--- src/rtl/queue_pop_mux.sv ---
// Pop steering for the arbitrated queue FIFOs plus a 2-entry valid/ready output buffer.
// Optional per-queue saturating pop counters when QPOP_STATS_EN is defined.
//
// state | meaning
// EMPTY | no word buffered, valid_out low
// ONE   | head entry holds a word
// TWO   | head and tail both hold words, new pops blocked by credit
module queue_pop_mux #(
    parameter int QUEUE_QUANTITY = 4,
    parameter int DATA_BITS      = 8,
    parameter int SEL_BITS       = 2
) (
    input  logic                                clk,
    input  logic                                rst,
    input  logic                                enb,
    input  logic [SEL_BITS-1:0]                 selector,
    input  logic                                out_enb,
    input  logic [QUEUE_QUANTITY-1:0]           buf_empty,
    input  logic [QUEUE_QUANTITY*DATA_BITS-1:0] data_in,
    output logic [QUEUE_QUANTITY-1:0]           pop,
    output logic [DATA_BITS-1:0]                data_out,
    output logic                                valid_out,
    input  logic                                out_ready
`ifdef QPOP_STATS_EN
    ,
    output logic [QUEUE_QUANTITY*16-1:0]        pop_count
`endif
);

    typedef enum logic [1:0] {EMPTY = 2'd0, ONE = 2'd1, TWO = 2'd2} occ_e;

    occ_e                state_q, state_d;
    logic                inflight_q, inflight_d;
    logic [SEL_BITS-1:0] sel_q, sel_d;
    logic [DATA_BITS-1:0] head_q, head_d;
    logic [DATA_BITS-1:0] tail_q, tail_d;

    logic                 deq;
    logic                 capture;
    logic                 credit;
    logic                 any_pop;
    logic [2:0]           pending;
    logic [DATA_BITS-1:0] cap_word;

    // Credit counts the word still in flight from the FIFO so the buffer can never overflow.
    always_comb begin
        deq     = valid_out & out_ready;
        capture = inflight_q;
        pending = {1'b0, state_q} + {2'b00, inflight_q};
        credit  = pending < (3'd2 + {2'b00, deq});
        for (int i = 0; i < QUEUE_QUANTITY; i++) begin
            pop[i] = rst & enb & out_enb & (selector == SEL_BITS'(i)) & ~buf_empty[i] & credit;
        end
        any_pop  = |pop;
        cap_word = '0;
        for (int i = 0; i < QUEUE_QUANTITY; i++) begin
            if (sel_q == SEL_BITS'(i)) cap_word = data_in[i*DATA_BITS +: DATA_BITS];
        end
    end

    always_ff @(posedge clk or negedge rst) begin
        if (!rst) begin
            state_q    <= EMPTY;
            inflight_q <= 1'b0;
            sel_q      <= '0;
            head_q     <= '0;
            tail_q     <= '0;
        end else begin
            state_q    <= state_d;
            inflight_q <= inflight_d;
            sel_q      <= sel_d;
            head_q     <= head_d;
            tail_q     <= tail_d;
        end
    end

    always_comb begin
        state_d = state_q;
        case (state_q)
            EMPTY: if (capture) state_d = ONE;
            ONE: begin
                if (capture && !deq)      state_d = TWO;
                else if (!capture && deq) state_d = EMPTY;
            end
            TWO:     if (deq && !capture) state_d = ONE;
            default: state_d = EMPTY;
        endcase
    end

    always_comb begin
        valid_out = (state_q != EMPTY);
        data_out  = head_q;
    end

    // Datapath: head always holds the oldest word; tail only used in TWO.
    always_comb begin
        head_d     = head_q;
        tail_d     = tail_q;
        inflight_d = any_pop;
        sel_d      = any_pop ? selector : sel_q;
        case (state_q)
            EMPTY: if (capture) head_d = cap_word;
            ONE: begin
                if (capture) begin
                    if (deq) head_d = cap_word;
                    else     tail_d = cap_word;
                end
            end
            TWO: begin
                if (deq) begin
                    head_d = tail_q;
                    if (capture) tail_d = cap_word;
                end
            end
            default: ;
        endcase
    end

`ifdef QPOP_STATS_EN
    logic [QUEUE_QUANTITY-1:0][15:0] cnt_q, cnt_d;

    always_comb begin
        for (int i = 0; i < QUEUE_QUANTITY; i++) begin
            cnt_d[i] = cnt_q[i];
            if (pop[i] && (cnt_q[i] != 16'hFFFF)) cnt_d[i] = cnt_q[i] + 16'd1;
        end
    end

    always_ff @(posedge clk or negedge rst) begin
        if (!rst) cnt_q <= '0;
        else      cnt_q <= cnt_d;
    end

    assign pop_count = cnt_q;
`endif

endmodule
--- config.mk ---
export PLATFORM = sky130hd
export DESIGN_NAME = queue_pop_mux
export DESIGN_NICKNAME = d
export VERILOG_FILES = /design/src/rtl/queue_pop_mux.sv
export SDC_FILE = /design/constraint.sdc
export NUM_CORES = 1
export LEC_CHECK = 0
export CAP_MARGIN = 20
export CORE_MARGIN = 2
export CORE_UTILIZATION = 25
export DETAILED_ROUTE_END_ITERATION = 7
export HOLD_SLACK_MARGIN = 0.1
export PLACE_DENSITY = 0.54
export SYNTH_ARGS = -nofsm -noshare
export SYNTH_HDL_FRONTEND = slang
export SYNTH_SLANG_ARGS = --single-unit
--- constraint.sdc ---
create_clock -name clk -period 2.4 [get_ports clk]
set_input_delay 0.6 -clock clk [delete_from_list [all_inputs] [get_ports clk]]
set_output_delay 0.6 -clock clk [all_outputs]
set_load 0.01 [all_outputs]
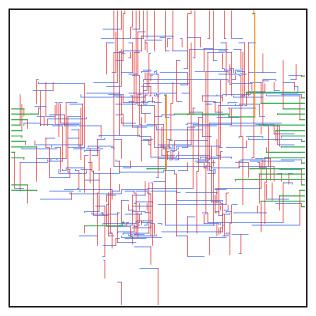
**Above:** run 1 (signal wires by layer).
Scale: 4 px per µm.
| layer | colour | wire length |
|---|---|---|
| M3 | green | 232 µm |
| M2 | red | 1650 µm |
| M4 | orange | 44.2 µm |
| M1 | blue | 1350 µm |

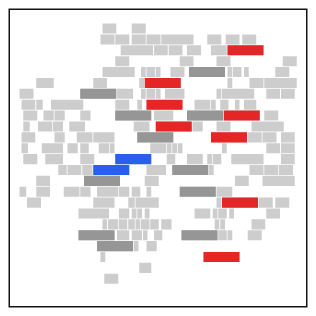
**Above:** run 1 (register map, names as in the netlist).
Scale: 4 px per µm. Other sequential cells in the stronger grey, the rest of the logic in the fainter grey.
| signal | colour | flops |
|---|---|---|
| data_out | red | 8 |
| sel_q | blue | 2 |
fraction of standard cell area that is sequential: 25.9%
utilization after layout: 42.9%
power in sequential cells: 0.000533 W

==> results.sh, run 1 <==
# source this file to load flow results
export IMPL_cell_total_after_placement=237
export IMPL_final_hold_violation_count=0
export IMPL_finalSetupViolCount=2
export IMPL_layout_top_cell_excl_fill_tap="sky130_fd_sc_hd__clkdlybuf4s50_1"
export IMPL_failed_checks="negative setup slack"
export IMPL_power_per_cell_area_nw_per_um2=623
export IMPL_h_tree_levels=1
export IMPL_syn_nets=153
export IMPL_timing_final_ws_setup_ns=-0.0244
export IMPL_synthToLayoutAreaGrowth_pct=65.6
export IMPL_yosys_cell_count_top_type="sky130_fd_sc_hd__dfrtp_1"
export IMPL_power_share_switching_pct=29.3
export IMPL_yosysTopAreaCellShare_pct=42.9
export IMPL_synth_area_yosys_um2=1220
export IMPL_layoutNonFillerInstCount=246
export IMPL_yosys_area_top_type="sky130_fd_sc_hd__dfrtp_1"
export IMPL_place_worst_setup_slack_ns=-0.623
export IMPL_outcome="finished with violations"
export IMPL_power_largest_group="sequential cells"
export IMPL_async_reset_ff_share_pct=100
export IMPL_overflow=0
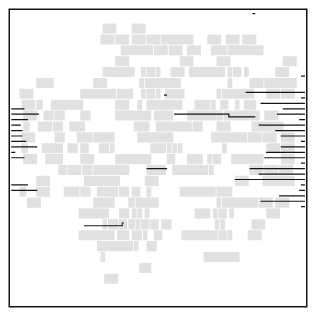
**Above:** run 1 (M3 wires).
Scale: 4 px per µm.
main direction: horizontal
share of all routed wire: 7.1%
wire length on this layer: 232 µm
longest straight run: 17.2 µm
Via Count: 1113
post-detailed-routing wire length: 3.28 mm
met3 Resource Use GR: 2.57%

[run 1: area by class of cell]
class                           instances  area, µm²
Inverter                                4       15.0
Fill cell                             458       2700
Tap cell                               67       83.8
Clock buffer                            4       45.0
Sequential cell                        21        526
Multi-Input combinational cell         78        699
Timing Repair Buffer                   72        659
[run 1: repair_timing]
item | CTS | global route
gates cloned | 0 | 0
gates resized | 29 | 3
setup buffers | 2 | 3
pin swaps | 3 | 5
hold buffers | 0 | 0
setup endpoints to repair | 4 | 4
[run 1: metal layers]
metal	vias up	global-route usage [%]	part of all wire (%)
li1	541	-	-
met1	527	14.6	41
met2	41	23.2	50
met3	4	2.57	7.1
met4	0	4.24	1.3
met5	-	0	0
[run 1: flip-flops by register name, indices dropped and copies added, names as in the netlist]
signal    count
tail_q        8
state_q       2
sel_q         2
data_out      8
capture       1
## Run 2: what changed since run 1
--- a/config.mk
+++ b/config.mk
@@ -9,7 +9,9 @@
 export CORE_MARGIN = 2
 export CORE_UTILIZATION = 25
 export DETAILED_ROUTE_END_ITERATION = 7
+export GPL_TIMING_DRIVEN = 0
 export HOLD_SLACK_MARGIN = 0.1
+export MAX_ROUTING_LAYER = met4
 export PLACE_DENSITY = 0.54
 export SYNTH_ARGS = -nofsm -noshare
 export SYNTH_HDL_FRONTEND = slang
==> run 2 against run 1 <==
Net effect:
- the flow now finishes without violations
- register-to-register slack improved by 0.02 ns
- synthesized cell count is the same
- largest power group is now combinational cells
- core utilization down 1.2 points
- sequential power decreased by 6.4%
==> results.sh, run 2 <==
# source this file to load flow results
export IMPL_synth_area_yosys_um2=1220
export IMPL_comb_cell_share_pct=36.3
export IMPL_area_share_sequential_pct=26.7
export IMPL_layout_sequential_cells=21
export IMPL_layout_clock_area_share_pct=2.35
export IMPL_place_worst_setup_slack_ns=-1.33
export IMPL_synthToLayoutAreaGrowth_pct=60.8
export IMPL_grt_use_met2_pct=22.6
export IMPL_outcome="completed"
export IMPL_seq_power_w=0.000499
export IMPL_timing_final_ws_setup_ns=0.0245
export IMPL_use_met1_pct=13.5
export IMPL_buffer_count_excluding_the_clock_tree_in_the_final_layout=63
export IMPL_overflow=0
export IMPL_h_tree_levels=1
export IMPL_layout_top_cell_excl_fill_tap="sky130_fd_sc_hd__clkdlybuf4s50_1"
export IMPL_yosysTopAreaCellShare_pct=42.9
export IMPL_multiInputCombCellCount=78
export IMPL_final_nonclk_buf_share_pct=29.5
export IMPL_postLayoutCoreUtil_pct=41.7
==> run 2: cell counts after synthesis <==
Identical to the previous run, type by type.
==> run 2: timing repair <==
action                                  CTS  global route
pin swaps                                 1             3
setup buffers                             2             1
hold buffers                              0             0
resized                                  30            10
endpoints found under the setup margin    5             4
==> run 2: worst min path at each step <==
| stage | startpoint | end | slack [ns] | depth (start not counted) |
|---|---|---|---|---|
| final | rst | data_out[2] | 0.21 | 1 |
| after global routing | rst | data_out[2] | 0.23 | 1 |
| after CTS | rst | data_out[2] | 0.23 | 1 |
| after detailed placement | tail_q[5] | tail_q[5] | 0.48 | 1 |
| after global placement | tail_q[3] | tail_q[3] | 0.47 | 1 |
| after floorplan | rst | capture | 0.30 | 0 |
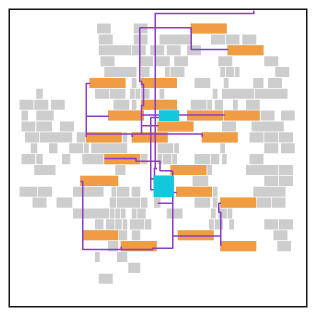
**Above:** run 2 (routed clock nets over the placement).
Scale: 4 px per µm.
[flip-flops] orange | count: 21
[clock wires] purple | length: 333 µm
[clock-net drivers] cyan | count: 3
routed clock nets: 4
share of power burned in the clock network: 18.5%
Setup Skew: 0.00601 ns
Late-Pin Clk Latency: 0.26 ns
clock distribution power: 0.000235 W

## Run 3: what changed since run 2
--- a/config.mk
+++ b/config.mk
@@ -8,6 +8,7 @@
 export CAP_MARGIN = 20
 export CORE_MARGIN = 2
 export CORE_UTILIZATION = 25
+export CTS_BUF_LIST = sky130_fd_sc_hd__clkbuf_16
 export DETAILED_ROUTE_END_ITERATION = 7
 export GPL_TIMING_DRIVEN = 0
 export HOLD_SLACK_MARGIN = 0.1
==> run 3 against run 2 <==
Net effect:
- highest routed layer unchanged
- largest cell class unchanged
- first-iteration DRC count decreased by 9.7%
- register-to-register slack hardly changed
- power is 9.2% higher
- combinational power hardly changed
- critical endpoint unchanged
- worst setup slack improved by 0.012 ns
==> results.sh, run 3 <==
# source this file to load flow results
export IMPL_h_tree_levels=1
export IMPL_use_met1_pct=13.3
export IMPL_clock_latency_ns=0.25
export IMPL_firstDrtPassIters=4
export IMPL_finish_net_count=216
export IMPL_timing_final_ws_setup_ns=0.0368
export IMPL_antenna_left=0
export IMPL_routed_wl_met2_mm=1.62
export IMPL_post_synth_main_area_contributors="sky130_fd_sc_hd__dfrtp_1 43%, sky130_fd_sc_hd__mux4_2 17%, sky130_fd_sc_hd__nand2_1 5.2%"
export IMPL_clock_net_power_w=0.000353
export IMPL_crit_path_top_delay_cell="sky130_fd_sc_hd__clkdlybuf4s50_1"
export IMPL_multiInputCombCellCount=78
export IMPL_top_level_ports=56
export IMPL_worstReg2RegEnd="tail_q[2]"
export IMPL_comb_cell_share_pct=35.6
export IMPL_area_share_sequential_pct=26.3
export IMPL_grt_start_max_net_pins=23
export IMPL_seq_power_w=0.000500
export IMPL_cp_num_buf_inv=2
export IMPL_yosys_area_share_simple_pct=15.5
export IMPL_finalSetupViolCount=0
export IMPL_drt_wl_total_mm=3.27
export IMPL_cap_viol_max_count=0
export IMPL_layout_clock_area_share_pct=4.00
export IMPL_synthToLayoutAreaGrowth_pct=63.3
export IMPL_placeableCoreArea_um2=4720
export IMPL_power_largest_group="combinational cells"
export IMPL_buffer_count_excluding_the_clock_tree_in_the_final_layout=63
export IMPL_outcome="completed"
export IMPL_final_nonclk_buf_share_pct=29.1
export IMPL_place_worst_setup_slack_ns=-1.33
export IMPL_overflow=0
export IMPL_layout_top_cell_excl_fill_tap="sky130_fd_sc_hd__clkdlybuf4s50_1"
export IMPL_synth_area_yosys_um2=1220
export IMPL_yosysTopAreaCellShare_pct=42.9
export IMPL_yosys_area_top_type="sky130_fd_sc_hd__dfrtp_1"
export IMPL_synth_xor_area_share_pct=0
export IMPL_syn_nets=153
export IMPL_port_buffers=55
export IMPL_ys_cells=108
export IMPL_setup_skew_ns=0.00345
export IMPL_layout_sequential_cells=21
export IMPL_async_reset_ff_share_pct=100
export IMPL_drt_drc_violations_left=0
run 3: per-stage QoR:
stage          total power (W)  instances  hold WS (ns)  cell area [µm²]
3_5_place_dp           0.00104        230         0.482             1860
6_report               0.00139        237         0.226             2000
5_1_grt                0.00147        237         0.246             2000
4_1_cts                0.00140        236         0.242             1950
3_3_place_gp           0.00103        230         0.474             1860
2_1_floorplan         0.000778        108         0.304             1220
run 3: what timing repair did:
action                                  CTS  global route
buffers inserted                          2             1
gates resized                            30             9
gates cloned                              0             0
hold buffers                              0             0
endpoints found under the setup margin    5             4
pin swaps                                 1             4
run 3: logic make-up after synthesis:
family | Yosys count
adder cells (fa/ha/maj) | 2
flip-flops | 21
buffers and inverters | 9
AND/OR/NAND/NOR | 41
multiplexers | 19
AND-OR/OR-AND | 16
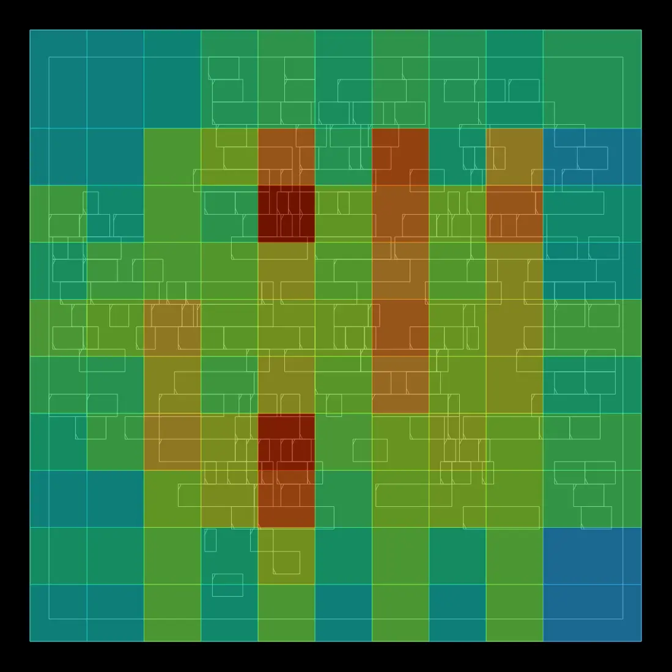
**Above:** run 3 (track usage over the die).
detail-routed net length per standard cell: 13.8 µm
met3 Resource Use GR: 2.30%
total global routing track utilization: 12.5%
utilization after layout: 42.4%
GRT met2 Usage: 22.7%

No activity file was given, so power comes from the tool's default toggle rates.
